Figure 1. Sequential cells coloured by netlist name.
(3 px per um)
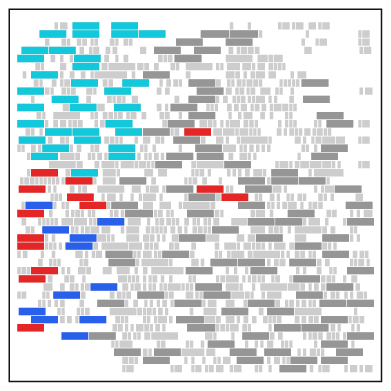
Figure 2. The metal 2 layer.
(3 px per um)
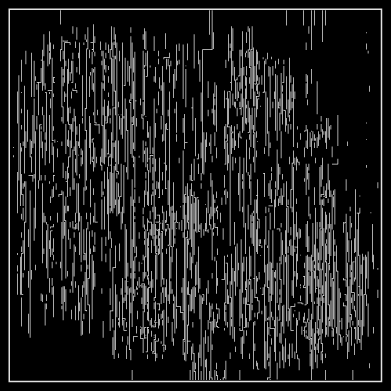
Figure 3. Sizing map.
(4 px per um)
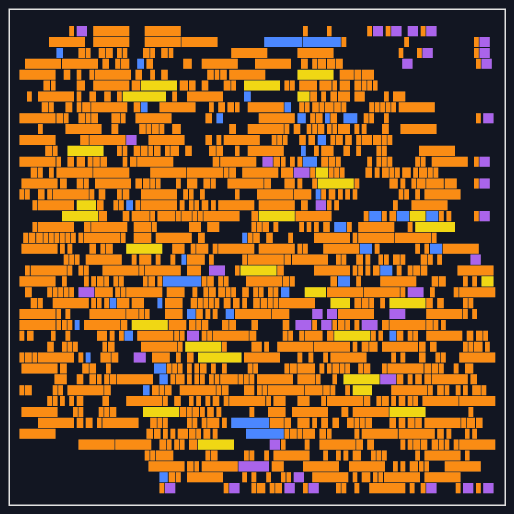
Figure 4. Congestion heat map.
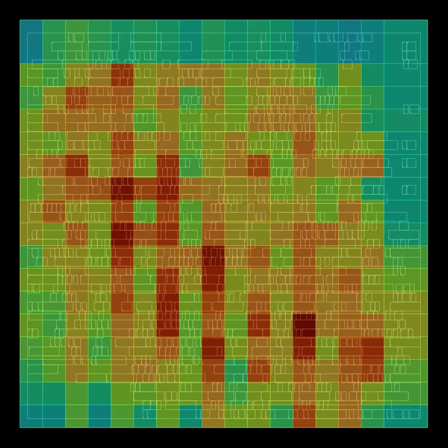
Figure 5. Close-up of the layout.
Window x 49 to 74, y 49 to 74 um. Cells in grey, sequential cells in the stronger grey; small squares are vias.
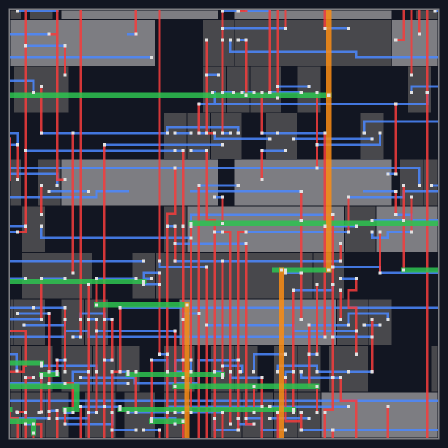
<file path="src/rtl/uart_pkg.sv">
// Shared definitions for the UART peripheral: register map, CTRL field
// positions, stop-length encodings and frame configuration payload.
// Optional feature macro: UART_LOOPBACK_EN (adds CTRL[16] loopback bit).
package uart_pkg;

    localparam int unsigned OVERSAMPLE  = 16;
    localparam int unsigned REG_ADDR_W  = 5;
    localparam int unsigned DVSR_W      = 11;
    localparam int unsigned TICK_CNT_W  = 6;
    localparam int unsigned BYTE_W      = 8;
    localparam int unsigned BIT_CNT_W   = 3;

`ifdef UART_LOOPBACK_EN
    localparam int unsigned CTRL_W      = 17;
`else
    localparam int unsigned CTRL_W      = 16;
`endif

    // CTRL field positions
    localparam int unsigned CTRL_DVSR_LSB = 0;
    localparam int unsigned CTRL_DVSR_MSB = 10;
    localparam int unsigned CTRL_STOP_LSB = 13;
    localparam int unsigned CTRL_STOP_MSB = 14;
    localparam int unsigned CTRL_DBITS7   = 15;
    localparam int unsigned CTRL_LOOPBACK = 16;

    typedef enum logic [REG_ADDR_W-1:0] {
        REG_CTRL  = 5'd0,
        REG_READ  = 5'd2,
        REG_WRITE = 5'd3
    } reg_addr_e;

    typedef enum logic [1:0] {
        STOP_1     = 2'b00,
        STOP_1P5   = 2'b01,
        STOP_2     = 2'b10,
        STOP_2_ALT = 2'b11
    } stop_sel_e;

    localparam logic [TICK_CNT_W-1:0] STOP_TICKS_1   = 6'd16;
    localparam logic [TICK_CNT_W-1:0] STOP_TICKS_1P5 = 6'd24;
    localparam logic [TICK_CNT_W-1:0] STOP_TICKS_2   = 6'd32;

    typedef enum logic [1:0] {
        ST_IDLE,
        ST_START,
        ST_DATA,
        ST_STOP
    } frame_state_e;

    // Per-frame configuration captured at frame start
    typedef struct packed {
        logic [TICK_CNT_W-1:0] stop_ticks;
        logic                  dbits7;
    } frame_cfg_t;

    // Stop length in oversample ticks; encoding 11 behaves as 2 stop bits
    function automatic logic [TICK_CNT_W-1:0] stop_ticks(input stop_sel_e sel);
        case (sel)
            STOP_1:   return STOP_TICKS_1;
            STOP_1P5: return STOP_TICKS_1P5;
            default:  return STOP_TICKS_2;
        endcase
    endfunction

endpackage

</file>
<file path="src/rtl/uart_fifo.sv">
// Pointer-based FIFO with registered full/empty flags and a combinational head.
module uart_fifo #(
    parameter int unsigned DATA_W = 8,
    parameter int unsigned ADDR_W = 2
) (
    input  logic              clk,
    input  logic              reset,
    input  logic              push,
    input  logic              pop,
    input  logic [DATA_W-1:0] push_data,
    output logic [DATA_W-1:0] head_c,
    output logic              full,
    output logic              empty
);

    localparam int unsigned DEPTH = 1 << ADDR_W;

    logic [DATA_W-1:0] mem_q [DEPTH];
    logic [ADDR_W-1:0] wr_ptr_q;
    logic [ADDR_W-1:0] rd_ptr_q;
    logic [ADDR_W-1:0] wr_ptr_inc_c;
    logic [ADDR_W-1:0] rd_ptr_inc_c;
    logic              push_ok_c;
    logic              pop_ok_c;

    // A pop frees a slot on the same edge, so a full FIFO still accepts a push
    assign pop_ok_c     = pop & ~empty;
    assign push_ok_c    = push & (~full | pop);
    assign wr_ptr_inc_c = wr_ptr_q + ADDR_W'(1);
    assign rd_ptr_inc_c = rd_ptr_q + ADDR_W'(1);
    assign head_c       = mem_q[rd_ptr_q];

    // Storage array
    always_ff @(posedge clk or posedge reset) begin
        if (reset) begin
            for (int i = 0; i < DEPTH; i++) begin
                mem_q[i] <= '0;
            end
        end else if (push_ok_c) begin
            mem_q[wr_ptr_q] <= push_data;
        end
    end

    // Pointers and occupancy flags
    always_ff @(posedge clk or posedge reset) begin
        if (reset) begin
            wr_ptr_q <= '0;
            rd_ptr_q <= '0;
            full     <= 1'b0;
            empty    <= 1'b1;
        end else begin
            if (push_ok_c) begin
                wr_ptr_q <= wr_ptr_inc_c;
            end
            if (pop_ok_c) begin
                rd_ptr_q <= rd_ptr_inc_c;
            end
            if (push_ok_c && !pop_ok_c) begin
                empty <= 1'b0;
                full  <= (wr_ptr_inc_c == rd_ptr_q);
            end else if (pop_ok_c && !push_ok_c) begin
                full  <= 1'b0;
                empty <= (rd_ptr_inc_c == wr_ptr_q);
            end
        end
    end

endmodule

</file>
<file path="src/rtl/uart_core.sv">
// Memory-mapped UART: baud tick generator, tx/rx framers and two byte FIFOs.
// Optional feature macro: UART_LOOPBACK_EN (CTRL[16] routes tx back into rx).
module uart_core
    import uart_pkg::*;
#(
    parameter int unsigned FIFO_DEPTH = 2
) (
    input  logic        clk,
    input  logic        reset,
    input  logic        cs,
    input  logic        read,
    input  logic        write,
    input  logic [4:0]  reg_addr,
    input  logic [31:0] wr_data,
    output logic [31:0] rd_data,
    output logic        tx,
    input  logic        rx
);

    logic [CTRL_W-1:0]     ctrl_q;
    logic                  wr_ctrl_c;
    logic                  tx_push_c;
    logic                  rx_pop_c;
    logic [DVSR_W-1:0]     dvsr_c;
    logic [DVSR_W-1:0]     baud_cnt_q;
    logic                  tick_c;
    frame_cfg_t            cfg_c;

    logic                  tx_full;
    logic                  tx_empty;
    logic [BYTE_W-1:0]     tx_head_c;
    logic                  tx_pop_c;
    logic                  rx_full;
    logic                  rx_empty;
    logic [BYTE_W-1:0]     rx_head_c;
    logic                  rx_push_c;
    logic [BYTE_W-1:0]     rx_word_c;

    logic                  rx_src_c;
    logic [1:0]            rx_sync_q;
    logic                  rx_in_c;

    frame_state_e          tx_state_q, tx_state_n;
    logic [TICK_CNT_W-1:0] tx_s_q, tx_s_n;
    logic [BIT_CNT_W-1:0]  tx_n_q, tx_n_n;
    logic [BYTE_W-1:0]     tx_b_q, tx_b_n;
    frame_cfg_t            tx_cfg_q, tx_cfg_n;
    logic                  tx_bit_n;
    logic [BIT_CNT_W-1:0]  tx_last_c;

    frame_state_e          rx_state_q, rx_state_n;
    logic [TICK_CNT_W-1:0] rx_s_q, rx_s_n;
    logic [BIT_CNT_W-1:0]  rx_n_q, rx_n_n;
    logic [BYTE_W-1:0]     rx_b_q, rx_b_n;
    frame_cfg_t            rx_cfg_q, rx_cfg_n;
    logic [BIT_CNT_W-1:0]  rx_last_c;

    logic                  unused_c;

    assign unused_c = &{1'b0, wr_data[31:CTRL_W], ctrl_q[CTRL_STOP_LSB-1:CTRL_DVSR_MSB+1], rx_full};

    // Bus decode
    assign wr_ctrl_c = cs & write & (reg_addr == REG_CTRL);
    assign rx_pop_c  = cs & read  & (reg_addr == REG_READ);
    assign tx_push_c = cs & write & (reg_addr == REG_WRITE);
    assign rd_data   = {22'b0, tx_full, rx_empty, rx_head_c};

    // CTRL register
    always_ff @(posedge clk or posedge reset) begin
        if (reset) begin
            ctrl_q <= '0;
        end else if (wr_ctrl_c) begin
            ctrl_q <= wr_data[CTRL_W-1:0];
        end
    end

    assign dvsr_c           = ctrl_q[CTRL_DVSR_MSB:CTRL_DVSR_LSB];
    assign cfg_c.stop_ticks = stop_ticks(stop_sel_e'(ctrl_q[CTRL_STOP_MSB:CTRL_STOP_LSB]));
    assign cfg_c.dbits7     = ctrl_q[CTRL_DBITS7];

    // Baud generator: one tick every dvsr+1 clocks
    assign tick_c = (baud_cnt_q == dvsr_c);

    always_ff @(posedge clk or posedge reset) begin
        if (reset) begin
            baud_cnt_q <= '0;
        end else begin
            baud_cnt_q <= tick_c ? '0 : baud_cnt_q + DVSR_W'(1);
        end
    end

    uart_fifo #(.DATA_W(BYTE_W), .ADDR_W(FIFO_DEPTH)) u_tx_fifo (
        .clk       (clk),
        .reset     (reset),
        .push      (tx_push_c),
        .pop       (tx_pop_c),
        .push_data (wr_data[BYTE_W-1:0]),
        .head_c    (tx_head_c),
        .full      (tx_full),
        .empty     (tx_empty)
    );

    uart_fifo #(.DATA_W(BYTE_W), .ADDR_W(FIFO_DEPTH)) u_rx_fifo (
        .clk       (clk),
        .reset     (reset),
        .push      (rx_push_c),
        .pop       (rx_pop_c),
        .push_data (rx_word_c),
        .head_c    (rx_head_c),
        .full      (rx_full),
        .empty     (rx_empty)
    );

`ifdef UART_LOOPBACK_EN
    assign rx_src_c = ctrl_q[CTRL_LOOPBACK] ? tx : rx;
`else
    assign rx_src_c = rx;
`endif

    // Two-flop synchroniser on the serial input
    always_ff @(posedge clk or posedge reset) begin
        if (reset) begin
            rx_sync_q <= 2'b11;
        end else begin
            rx_sync_q <= {rx_sync_q[0], rx_src_c};
        end
    end

    assign rx_in_c = rx_sync_q[1];

    // Tx framer state and line register
    always_ff @(posedge clk or posedge reset) begin
        if (reset) begin
            tx_state_q <= ST_IDLE;
            tx_s_q     <= '0;
            tx_n_q     <= '0;
            tx_b_q     <= '0;
            tx_cfg_q   <= '0;
            tx         <= 1'b1;
        end else begin
            tx_state_q <= tx_state_n;
            tx_s_q     <= tx_s_n;
            tx_n_q     <= tx_n_n;
            tx_b_q     <= tx_b_n;
            tx_cfg_q   <= tx_cfg_n;
            tx         <= tx_bit_n;
        end
    end

    assign tx_last_c = tx_cfg_q.dbits7 ? 3'd6 : 3'd7;

    // Tx framer next state: start, LSB-first data, stop
    always_comb begin
        tx_state_n = tx_state_q;
        tx_s_n     = tx_s_q;
        tx_n_n     = tx_n_q;
        tx_b_n     = tx_b_q;
        tx_cfg_n   = tx_cfg_q;
        tx_bit_n   = 1'b1;
        tx_pop_c   = 1'b0;
        case (tx_state_q)
            ST_IDLE: begin
                if (!tx_empty) begin
                    tx_pop_c   = 1'b1;
                    tx_b_n     = tx_head_c;
                    tx_s_n     = '0;
                    tx_n_n     = '0;
                    tx_cfg_n   = cfg_c;
                    tx_state_n = ST_START;
                end
            end
            ST_START: begin
                tx_bit_n = 1'b0;
                if (tick_c) begin
                    if (tx_s_q == TICK_CNT_W'(OVERSAMPLE - 1)) begin
                        tx_s_n     = '0;
                        tx_state_n = ST_DATA;
                    end else begin
                        tx_s_n = tx_s_q + TICK_CNT_W'(1);
                    end
                end
            end
            ST_DATA: begin
                tx_bit_n = tx_b_q[0];
                if (tick_c) begin
                    if (tx_s_q == TICK_CNT_W'(OVERSAMPLE - 1)) begin
                        tx_s_n = '0;
                        tx_b_n = {1'b0, tx_b_q[BYTE_W-1:1]};
                        if (tx_n_q == tx_last_c) begin
                            tx_state_n = ST_STOP;
                        end else begin
                            tx_n_n = tx_n_q + BIT_CNT_W'(1);
                        end
                    end else begin
                        tx_s_n = tx_s_q + TICK_CNT_W'(1);
                    end
                end
            end
            ST_STOP: begin
                if (tick_c) begin
                    if (tx_s_q == tx_cfg_q.stop_ticks - TICK_CNT_W'(1)) begin
                        tx_state_n = ST_IDLE;
                    end else begin
                        tx_s_n = tx_s_q + TICK_CNT_W'(1);
                    end
                end
            end
            default: tx_state_n = ST_IDLE;
        endcase
    end

    // Rx framer state
    always_ff @(posedge clk or posedge reset) begin
        if (reset) begin
            rx_state_q <= ST_IDLE;
            rx_s_q     <= '0;
            rx_n_q     <= '0;
            rx_b_q     <= '0;
            rx_cfg_q   <= '0;
        end else begin
            rx_state_q <= rx_state_n;
            rx_s_q     <= rx_s_n;
            rx_n_q     <= rx_n_n;
            rx_b_q     <= rx_b_n;
            rx_cfg_q   <= rx_cfg_n;
        end
    end

    assign rx_last_c = rx_cfg_q.dbits7 ? 3'd6 : 3'd7;
    // Bits shift in from the top, so a 7-bit word sits one place high
    assign rx_word_c = rx_cfg_q.dbits7 ? {1'b0, rx_b_q[BYTE_W-1:1]} : rx_b_q;

    // Rx framer next state: mid-bit start confirm, data sampling, stop wait
    always_comb begin
        rx_state_n = rx_state_q;
        rx_s_n     = rx_s_q;
        rx_n_n     = rx_n_q;
        rx_b_n     = rx_b_q;
        rx_cfg_n   = rx_cfg_q;
        rx_push_c  = 1'b0;
        case (rx_state_q)
            ST_IDLE: begin
                if (!rx_in_c) begin
                    rx_s_n     = '0;
                    rx_cfg_n   = cfg_c;
                    rx_state_n = ST_START;
                end
            end
            ST_START: begin
                if (tick_c) begin
                    if (rx_s_q == TICK_CNT_W'(OVERSAMPLE / 2 - 1)) begin
                        if (!rx_in_c) begin
                            rx_s_n     = '0;
                            rx_n_n     = '0;
                            rx_state_n = ST_DATA;
                        end else begin
                            rx_state_n = ST_IDLE;
                        end
                    end else begin
                        rx_s_n = rx_s_q + TICK_CNT_W'(1);
                    end
                end
            end
            ST_DATA: begin
                if (tick_c) begin
                    if (rx_s_q == TICK_CNT_W'(OVERSAMPLE - 1)) begin
                        rx_s_n = '0;
                        rx_b_n = {rx_in_c, rx_b_q[BYTE_W-1:1]};
                        if (rx_n_q == rx_last_c) begin
                            rx_state_n = ST_STOP;
                        end else begin
                            rx_n_n = rx_n_q + BIT_CNT_W'(1);
                        end
                    end else begin
                        rx_s_n = rx_s_q + TICK_CNT_W'(1);
                    end
                end
            end
            ST_STOP: begin
                if (tick_c) begin
                    if (rx_s_q == rx_cfg_q.stop_ticks - TICK_CNT_W'(1)) begin
                        rx_push_c  = 1'b1;
                        rx_state_n = ST_IDLE;
                    end else begin
                        rx_s_n = rx_s_q + TICK_CNT_W'(1);
                    end
                end
            end
            default: rx_state_n = ST_IDLE;
        endcase
    end

endmodule

</file>
<file path="config.mk">
export PLATFORM = sky130hd
export DESIGN_NAME = uart_core
export DESIGN_NICKNAME = d
export VERILOG_FILES = /design/src/rtl/uart_pkg.sv /design/src/rtl/uart_fifo.sv /design/src/rtl/uart_core.sv
export SDC_FILE = /design/constraint.sdc
export NUM_CORES = 1
export LEC_CHECK = 0
export ABC_AREA = 1
export CORE_MARGIN = 2
export CORE_UTILIZATION = 55
export DETAILED_ROUTE_END_ITERATION = 10
export DONT_BUFFER_PORTS = 1
export GPL_TIMING_DRIVEN = 0
export MAX_ROUTING_LAYER = met4
export PLACE_DENSITY = 0.73
export SYNTH_ARGS = -nofsm -noshare
export SYNTH_HDL_FRONTEND = slang
export SYNTH_SLANG_ARGS = --single-unit
</file>
<file path="constraint.sdc">
create_clock -name clk -period 5.4 [get_ports clk]
set_clock_uncertainty 0.15 [all_clocks]
set_input_delay 1.08 -clock clk [delete_from_list [all_inputs] [get_ports clk]]
set_output_delay 1.08 -clock clk [all_outputs]
set_load 0.05 [all_outputs]
</file>
==> run notes <==
- **vias in the first global route** 6033
- **source-to-sink clock delay at the later pin of the worst-skew pair** 0.43 ns
- **Max IR drop VDD** 0.222 mV
- **sequential-cell power consumption** 1220 uW
- **DRC violations left** 0
- **CP Cell Sequence** clkbuf_1, clkbuf_1, o21ai_0, o22ai_1
- **placed wire-length estimate after detailed placement** 12300 um
- **max-cap viol count** 0
- **maximum buffer depth of the clock tree** 2
- **floorplan row count** 43
- **number of instances on the worst hold path** 0
- **Crit path depth** 4
- **fraction of synthesized cell area in xor and xnor cells** 0.0200
- **Worst Max-Slew Pin Slew** 1.15 ns
- **antenna violations before repair** 0
- **Multi-In Gates** 707
- **Slew Viols, Final** 0
- **kind of end point of the critical path** primary output
- **Filler Cells Inserted** 1201
- **fraction of met1 tracks used by global routing** 0.332
- **clk sinks** 150
- **sort of element at the start of the critical path** flip-flop
- **total setup violations reported at the end of the flow** 0
- **First-pass DRT Iterations** 5
- **outcome** complete, no violations
- **Clock power frac** 0.432
- **combinational power share** 0.124
- **dominant logic cell types in the final layout** sky130_fd_sc_hd__nand2_1 (289), sky130_fd_sc_hd__dfrtp_1 (145), sky130_fd_sc_hd__o21ai_0 (93)
- **startpoint of the most critical setup path** u_rx_fifo.rd_ptr_q[0]
- **Met1 Wirelength** 7790 um
- **tapcell count** 180
- **Clock Power** 1190 uW
- **total of clock buffers placed in the layout** 20
- **Chip Height** 124 um
- **width of the die** 124 um
- **largest fanout of any net on the critical path** 10
- **synthesized area divided by synthesized cell count** 8.05 sq um
- **Logic inverters** 90
- **Inserted Clock Buffers** 17
- **delay of the slowest cell on the worst path** 0.84 ns
- **launch point of the worst hold path** rx_sync_q[0]
- **CP Data Arrival Time** 2.75 ns
- **synthesis-stage register bit count** 150
- **overall die area** 15300 sq um
- **reg-to-reg critical path endpoint** u_rx_fifo.full
- **sequential cell area** 3760 sq um
- **Cell Pwr Density** 312 nW/um^2
- **number of sequential cells** 150
- **cell count after placement** 1179
- **fraction of cell area in non-clock buffers** 0.0403
- **post-route worst hold slack** 0.205 ns
- **final weighted congestion in routability-driven placement** 0.900
- **number of I/O port buffers** 0
- **simple-gate area share of the yosys netlist** 0.254
- **global route total overflow** 0
- **Synth Seq Share** 0.478
- **DRT antenna net count** 0
- **Achievable Freq** 251 MHz
- **leading post-synthesis cells by cell area** sky130_fd_sc_hd__dfrtp_1 (46%), sky130_fd_sc_hd__nand2_1 (14%), sky130_fd_sc_hd__o21ai_0 (5.9%), sky130_fd_sc_hd__nand3_1 (4.5%), sky130_fd_sc_hd__inv_1 (3.9%)
- **Chip Area, Yosys** 7870 sq um
- **required time reported for the critical path endpoint** 4.17 ns
- **registers with the most flip-flops** u_rx_fifo.mem_q x32, u_tx_fifo.mem_q x32, ctrl_q x14
- **final total negative setup slack** 0 ns
- **count of distinct cell types in the synthesized netlist** 40
- **logic gate fraction of the total cell area** 0.401
- **overall power** 2750 uW
- **leading cell type in the layout, fill and taps excluded** sky130_fd_sc_hd__nand2_1
- **routed length on met3** 840 um
- **final number of hold-violating endpoints** 0
- **final period demand of the worst path** 3.98 ns
- **most area-hungry cell class in the final design** sequential cells
- **combinational gate area** 3520 sq um
- **number of cell instances on the worst register-to-register path** 12
- **count of instantiated cells in the yosys netlist** 977
- **Synth Instances** 977
- **post-synthesis cell type with the largest combined area** sky130_fd_sc_hd__dfrtp_1
- **Complex Gates by Area** 0.128
- **CTS H-tree depth** 4
- **effective utilization at floorplan** 0.565
- **number of primary I/O pins** 76
- **fraction of final layout cells sized beyond drive strength 1** 0.108
- **number of buffers and inverters on the critical path** 2
- **total met2 wirelength after detailed routing** 8590 um
- **count of warnings emitted by yosys** 0
- **type of the worst setup path** flip-flop to primary output
- **post-route fraction of the period consumed by the critical path** 0.737
- **final-layout clock-cell area share** 0.0670
- **highest routed metal layer** met4
- **commonest register cell after synthesis** sky130_fd_sc_hd__dfrtp_1
- **setup slack of the most critical reg-to-reg path** 2.89 ns
- **final worst-path setup slack** 1.42 ns
- **net switching share of the total power** 0.278
- **crit path to** rd_data[5]
- **final antenna diode count** 0
- **multiplexer share of the synthesized area** 0
- **internal power of the cells** 1980 uW
- **flop share of the area** 0.428
- **post-DR vias/cell** 5.35
- **classification of the worst-slack hold path** flip-flop to flip-flop
## Picture notes: Figure 1
Key: cyan = `u_tx_fifo.mem_q` [sequential cells 32, where north-west]; blue = `baud_cnt_q` [sequential cells 11, where south-west]; red = `ctrl_q` [sequential cells 14]
Another 93 sequential cells are not coloured.

## Picture notes: Figure 2
The wires run mostly vertical. The layer carries 8590 um of wire. The layer holds 49% of the routed length.
final wirelength: 17500 um
GR Util met2: 0.406
overall via count from detail_route: 6477

## Picture notes: Figure 3
Key: orange = drive 1 or less [cells 919, share 89%]; purple = drive 3 to 4 [cells 41, share 4.0%]; blue = drive 2 [cells 42, share 4.1%]; yellow = drive 6 and up [cells 28, share 2.7%]
number of ordinary and repair buffers in the finished layout: 52
Area Overhead vs Synth: 11.8%
post-route standard cell area excluding fillers: 8790 sq um

## Picture notes: Figure 4
GR peak layer: met2
all-layer global routing usage: 0.256
final design utilization: 0.631
detail-routed net length per standard cell: 14.4 um

## Picture notes: Figure 5
Key: blue = met1; red = met2; green = met3; orange = met4
53 logic cells have their middle in the window. Most frequent: nand2_1 (18), o21ai_0 (6), dfrtp_1 (6). Netlist names of flops here include `tx_n_q` (2). Sequential cells in the window: 6.

No activity file was given, so power comes from the tool's default toggle rates.
